## src/rtl/vga_pkg.sv

```systemverilog
// Shared VGA timing and frame-buffer geometry for the display datapath.
// Video RAM words hold PIX_PER_WORD packed pixels, with the LSB pixel first.
package vga_pkg;
    localparam int H_ACTIVE     = 640;
    localparam int V_ACTIVE     = 480;
    localparam int H_TOTAL      = 800;
    localparam int V_TOTAL      = 525;
    localparam int PIX_W        = 4;
    localparam int PIX_PER_WORD = 4;
    localparam int DATA_W       = PIX_W * PIX_PER_WORD;
    localparam int ADDR_W       = 17;
    localparam int FB_WORDS     = H_ACTIVE * V_ACTIVE / PIX_PER_WORD;
    localparam int SUB_W        = $clog2(PIX_PER_WORD);

    typedef enum logic [1:0] {
        GNT_NONE  = 2'd0,
        GNT_READ  = 2'd1,
        GNT_WRITE = 2'd2
    } grant_e;
endpackage

```

## src/rtl/vga_word_fifo.sv

```systemverilog
// Two-entry prefetch buffer for packed pixel words.
// Push and pop may happen in the same cycle. Flush empties the buffer and wins over both.
module vga_word_fifo
    import vga_pkg::*;
(
    input  logic              clk,
    input  logic              rst,
    input  logic              push,
    input  logic              pop,
    input  logic              flush,
    input  logic [DATA_W-1:0] wdata,
    output logic [DATA_W-1:0] head,
    output logic              empty,
    output logic              full,
    output logic [1:0]        count
);
    logic [DATA_W-1:0] mem_r [2];
    logic              rd_ptr_r;
    logic              wr_ptr_r;
    logic [1:0]        count_r;
    logic              push_ok_s;
    logic              pop_ok_s;

    // Qualify requests against the current occupancy
    always_comb begin
        pop_ok_s  = pop && (count_r != 2'd0);
        push_ok_s = push && ((count_r != 2'd2) || pop_ok_s);
    end

    // Storage, pointers and occupancy
    always_ff @(posedge clk) begin
        if (rst || flush) begin
            mem_r[0] <= '0;
            mem_r[1] <= '0;
            rd_ptr_r <= 1'b0;
            wr_ptr_r <= 1'b0;
            count_r  <= 2'd0;
        end else begin
            if (push_ok_s) begin
                mem_r[wr_ptr_r] <= wdata;
                wr_ptr_r        <= ~wr_ptr_r;
            end
            if (pop_ok_s) begin
                rd_ptr_r <= ~rd_ptr_r;
            end
            case ({push_ok_s, pop_ok_s})
                2'b10:   count_r <= count_r + 2'd1;
                2'b01:   count_r <= count_r - 2'd1;
                default: count_r <= count_r;
            endcase
        end
    end

    assign head  = mem_r[rd_ptr_r];
    assign empty = (count_r == 2'd0);
    assign full  = (count_r == 2'd2);
    assign count = count_r;
endmodule

```

## src/rtl/vga_vram_arbiter.sv

```systemverilog
// Shares one single-port video RAM between display prefetch and a writer port.
// It also unpacks the prefetched words into one registered pixel per active cycle.
module vga_vram_arbiter
    import vga_pkg::*;
(
    input  logic              clk_i,
    input  logic              rst_i,
    input  logic              disp_active_i,
    input  logic [9:0]        xcol_i,
    input  logic [9:0]        yrow_i,
    input  logic              wr_req_i,
    input  logic [ADDR_W-1:0] wr_addr_i,
    input  logic [DATA_W-1:0] wr_data_i,
    output logic              wr_ack_o,
    output logic              mem_en_o,
    output logic              mem_we_o,
    output logic [ADDR_W-1:0] mem_addr_o,
    output logic [DATA_W-1:0] mem_wdata_o,
    input  logic [DATA_W-1:0] mem_rdata_i,
    output logic [PIX_W-1:0]  pixel_o,
    output logic              pixel_valid_o,
    output logic              underrun_o
);
    localparam logic [9:0]       RESTART_ROW = 10'(V_ACTIVE);
    localparam logic [SUB_W-1:0] SUB_LAST    = SUB_W'(PIX_PER_WORD - 1);

    logic              mem_en_r;
    logic              mem_we_r;
    logic [ADDR_W-1:0] mem_addr_r;
    logic [DATA_W-1:0] mem_wdata_r;
    logic              wr_ack_r;
    logic [PIX_W-1:0]  pixel_r;
    logic              pixel_valid_r;
    logic              underrun_r;
    logic [ADDR_W-1:0] rd_word_r;
    logic [SUB_W-1:0]  sub_r;
    logic              rd_pend1_r;
    logic              rd_pend2_r;
    logic              rd_disc2_r;

    grant_e            grant_s;
    logic              restart_s;
    logic [2:0]        credits_s;
    logic              credit_ok_s;
    logic              words_left_s;
    logic              push_s;
    logic              pop_s;
    logic              advance_s;
    logic              underrun_set_s;
    logic [PIX_W-1:0]  pixel_next_s;
    logic [DATA_W-1:0] fifo_head_s;
    logic              fifo_empty_s;
    logic              fifo_full_s;
    logic [1:0]        fifo_count_s;

    assign restart_s    = (xcol_i == 10'd0) && (yrow_i == RESTART_ROW);
    // Occupancy plus both stages of read latency may never exceed the two buffer slots
    assign credits_s    = 3'(fifo_count_s) + 3'(rd_pend1_r) + 3'(rd_pend2_r);
    assign credit_ok_s  = !fifo_full_s && (credits_s < 3'd2);
    assign words_left_s = (rd_word_r < ADDR_W'(FB_WORDS));
    assign push_s       = rd_pend2_r && !rd_disc2_r && !restart_s;

    // RAM slot arbitration: display prefetch first, then the writer
    always_comb begin
        grant_s = GNT_NONE;
        if (restart_s) begin
            grant_s = GNT_NONE;
        end else if (credit_ok_s && words_left_s) begin
            grant_s = GNT_READ;
        end else if (wr_req_i && !wr_ack_r) begin
            grant_s = GNT_WRITE;
        end else begin
            grant_s = GNT_NONE;
        end
    end

    // Pixel selection from the head word and buffer consumption
    always_comb begin
        pixel_next_s   = '0;
        pop_s          = 1'b0;
        advance_s      = 1'b0;
        underrun_set_s = 1'b0;
        if (restart_s) begin
            pixel_next_s = '0;
        end else if (disp_active_i && !fifo_empty_s) begin
            pixel_next_s = fifo_head_s[sub_r*PIX_W +: PIX_W];
            advance_s    = 1'b1;
            pop_s        = (sub_r == SUB_LAST);
        end else if (disp_active_i) begin
            underrun_set_s = 1'b1;
        end else begin
            pixel_next_s = '0;
        end
    end

    // Registered RAM port, read tracking and pixel outputs
    always_ff @(posedge clk_i) begin
        if (rst_i) begin
            mem_en_r      <= 1'b0;
            mem_we_r      <= 1'b0;
            mem_addr_r    <= '0;
            mem_wdata_r   <= '0;
            wr_ack_r      <= 1'b0;
            rd_pend1_r    <= 1'b0;
            rd_pend2_r    <= 1'b0;
            rd_disc2_r    <= 1'b0;
            rd_word_r     <= '0;
            sub_r         <= '0;
            pixel_r       <= '0;
            pixel_valid_r <= 1'b0;
            underrun_r    <= 1'b0;
        end else begin
            case (grant_s)
                GNT_READ: begin
                    mem_en_r   <= 1'b1;
                    mem_we_r   <= 1'b0;
                    mem_addr_r <= rd_word_r;
                    wr_ack_r   <= 1'b0;
                end
                GNT_WRITE: begin
                    mem_en_r    <= 1'b1;
                    mem_we_r    <= 1'b1;
                    mem_addr_r  <= wr_addr_i;
                    mem_wdata_r <= wr_data_i;
                    wr_ack_r    <= 1'b1;
                end
                default: begin
                    mem_en_r <= 1'b0;
                    mem_we_r <= 1'b0;
                    wr_ack_r <= 1'b0;
                end
            endcase
            rd_pend1_r <= (grant_s == GNT_READ);
            rd_pend2_r <= rd_pend1_r;
            // A read already on the RAM port at restart returns stale data next cycle
            rd_disc2_r <= restart_s;
            if (restart_s) begin
                rd_word_r <= '0;
                sub_r     <= '0;
            end else begin
                if (grant_s == GNT_READ) begin
                    rd_word_r <= rd_word_r + ADDR_W'(1);
                end
                if (advance_s) begin
                    sub_r <= (sub_r == SUB_LAST) ? '0 : sub_r + SUB_W'(1);
                end
            end
            pixel_r       <= pixel_next_s;
            pixel_valid_r <= disp_active_i;
            underrun_r    <= underrun_r | underrun_set_s;
        end
    end

    vga_word_fifo u_fifo (
        .clk   (clk_i),
        .rst   (rst_i),
        .push  (push_s),
        .pop   (pop_s),
        .flush (restart_s),
        .wdata (mem_rdata_i),
        .head  (fifo_head_s),
        .empty (fifo_empty_s),
        .full  (fifo_full_s),
        .count (fifo_count_s)
    );

    assign mem_en_o      = mem_en_r;
    assign mem_we_o      = mem_we_r;
    assign mem_addr_o    = mem_addr_r;
    assign mem_wdata_o   = mem_wdata_r;
    assign wr_ack_o      = wr_ack_r;
    assign pixel_o       = pixel_r;
    assign pixel_valid_o = pixel_valid_r;
    assign underrun_o    = underrun_r;
endmodule

```

## config.mk

```make
export PLATFORM = sky130hd
export DESIGN_NAME = vga_vram_arbiter
export DESIGN_NICKNAME = d
export VERILOG_FILES = /design/src/rtl/vga_pkg.sv /design/src/rtl/vga_word_fifo.sv /design/src/rtl/vga_vram_arbiter.sv
export SDC_FILE = /design/constraint.sdc
export NUM_CORES = 1
export LEC_CHECK = 0
export CAP_MARGIN = 25
export CORE_MARGIN = 2
export CORE_UTILIZATION = 48
export CTS_CLUSTER_DIAMETER = 80
export DETAILED_ROUTE_END_ITERATION = 12
export HOLD_SLACK_MARGIN = 0.02
export PLACE_DENSITY_LB_ADDON = 0.25
export SYNTH_ARGS = -nofsm -noshare
export SYNTH_HDL_FRONTEND = slang
export SYNTH_SLANG_ARGS = --single-unit
```

## constraint.sdc

```tcl
create_clock -name clk_i -period 4.7 [get_ports clk_i]
set_input_delay 0.94 -clock clk_i [delete_from_list [all_inputs] [get_ports clk_i]]
set_output_delay 0.94 -clock clk_i [all_outputs]
set_load 0.01 [all_outputs]
```

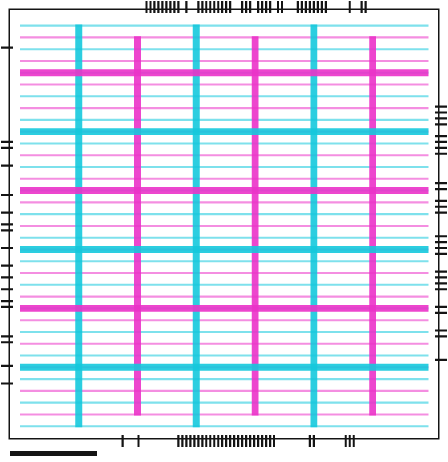
*Floorplan with the power grid*
The bar under the picture is 20 um long. Pins as bars on the die edge.
legend:
  cyan:
    net: VSS
  magenta:
    net: VDD
met5 straps: 6
met4 straps: 6
signal pins: 115
met1 rails: 35
largest vdd supply drop: 0.2227 mV
core area: 8721 sq um

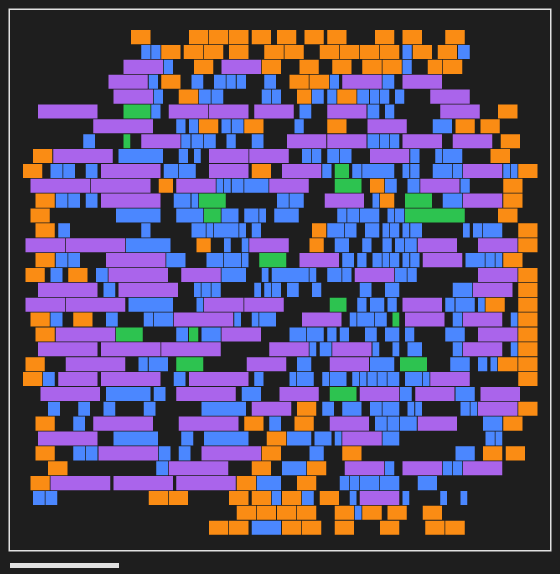
*Placement by cell class*
The bar under the picture is 20 um long.
legend:
  blue:
    class: combinational and other logic
    cells: 276
    share_of_their_area: 33%
  purple:
    class: sequential cells
    cells: 100
    share_of_their_area: 42%
  green:
    class: clock drivers and dummy loads
    cells: 16
    share_of_their_area: 3.4%
  orange:
    class: remaining buffers and delay cells
    cells: 122
    share_of_their_area: 22%
final standard cell utilization of the core: 65.50%
final design instance area without fill: 5712 sq um
fraction of standard cell area that is sequential: 40.66%
number of placement rows: 34

==> run notes <==
On the backend side, the flow ran end to end.

The run finished with clean final reports. TritonCTS built the clock tree. The combined flip-flop and latch cell area stands at roughly 2300 sq um. The non-clock buffer contribution to total cell area stands at 21.03%. The worst hold path stage count stands at 2.

Per the placement report, the placed cell count is approximately 600. The detailed router reports a met3 wire length of 476 um. For this design, Yosys synthesis ends with a cell count of 405. The starting density of the core stands at 49.47%.

The upper clock frequency limit stands at between 300 and 400 MHz. The synthesized area stands at ~4300 sq um. The number of global-route vias before repair stands at roughly 3.3k. The slowest stage of the critical path is the or2_1 cell.

The cell-mix breakdown from Yosys lists the adder-cell area share as 1.160%. Across all setup checks in the final design, the least slack found is 1586 ps. The design draws 1.779 mW. The switching component of the power was reported as 0.4459 mW. 256 cells are multi-input combinational gates. The detailed router reports a met2 wire length of 4782 um. The area fraction in compound gates stands at 12.82%. Setup repair after global routing left no endpoint under its margin. The flow measured a signed area growth from synthesis to layout of 32.40%. The half-perimeter wire length after detailed placement stands at 6471 um. Data arrives at the worst endpoint at roughly 3400 ps. Global routing used 25.73% of the available met1 tracks. Per STA, the startpoint of the critical path is xcol_i[1]. The synthesis warning total stands at 0. The slack of the worst reg-to-reg path stands at 1820 ps.

Yosys attributes the largest share of cell area to dfxtp_1 32%, edfxtp_1 22%, and2_1 4.8%, mux4_2 4.2%, a221o_1 3.9%. The actual slew at the worst max-slew pin stands at approximately 970 ps. The number of DRC violations after detailed routing stands at 0.

The synthesized netlist has a Yosys-reported chip area of around 4300 sq um. The setup slack at placement stands at 1207 ps. The cell-mix breakdown from Yosys lists the XOR/XNOR area share as 2.639%.

The CTS clock-pin slew for the worst setup and hold paths stands at 90 ps. The critical-path maximum fanout stands at 22. Among logic cells in the layout, the one with the most instances is clkdlybuf4s50_1. The plain and repair buffers instantiated in the layout total 122.
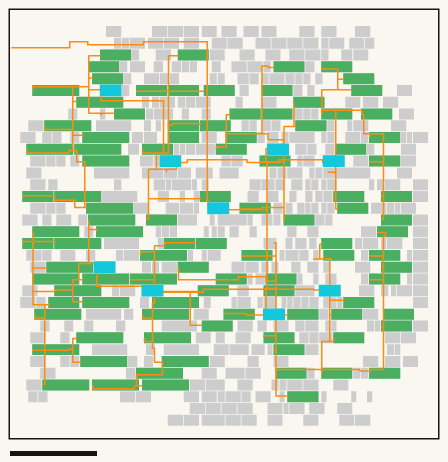
*Clock wires, drivers and flops*
The bar under the picture is 20 um long.
legend:
  cyan:
    item: clock drivers
    count: 9
  green:
    item: flip-flops
    count: 100
  orange:
    item: clock wires
    length: 1080 um
flops lie: all over the die
Setup Skew: 6.429 ps
insertion delay to the later sink of the worst-skew pair: 360 ps
Clock group: 0.533 mW
proportion of power drawn by the clock network: 29.9%

Power is estimated from default activity; no workload was simulated.
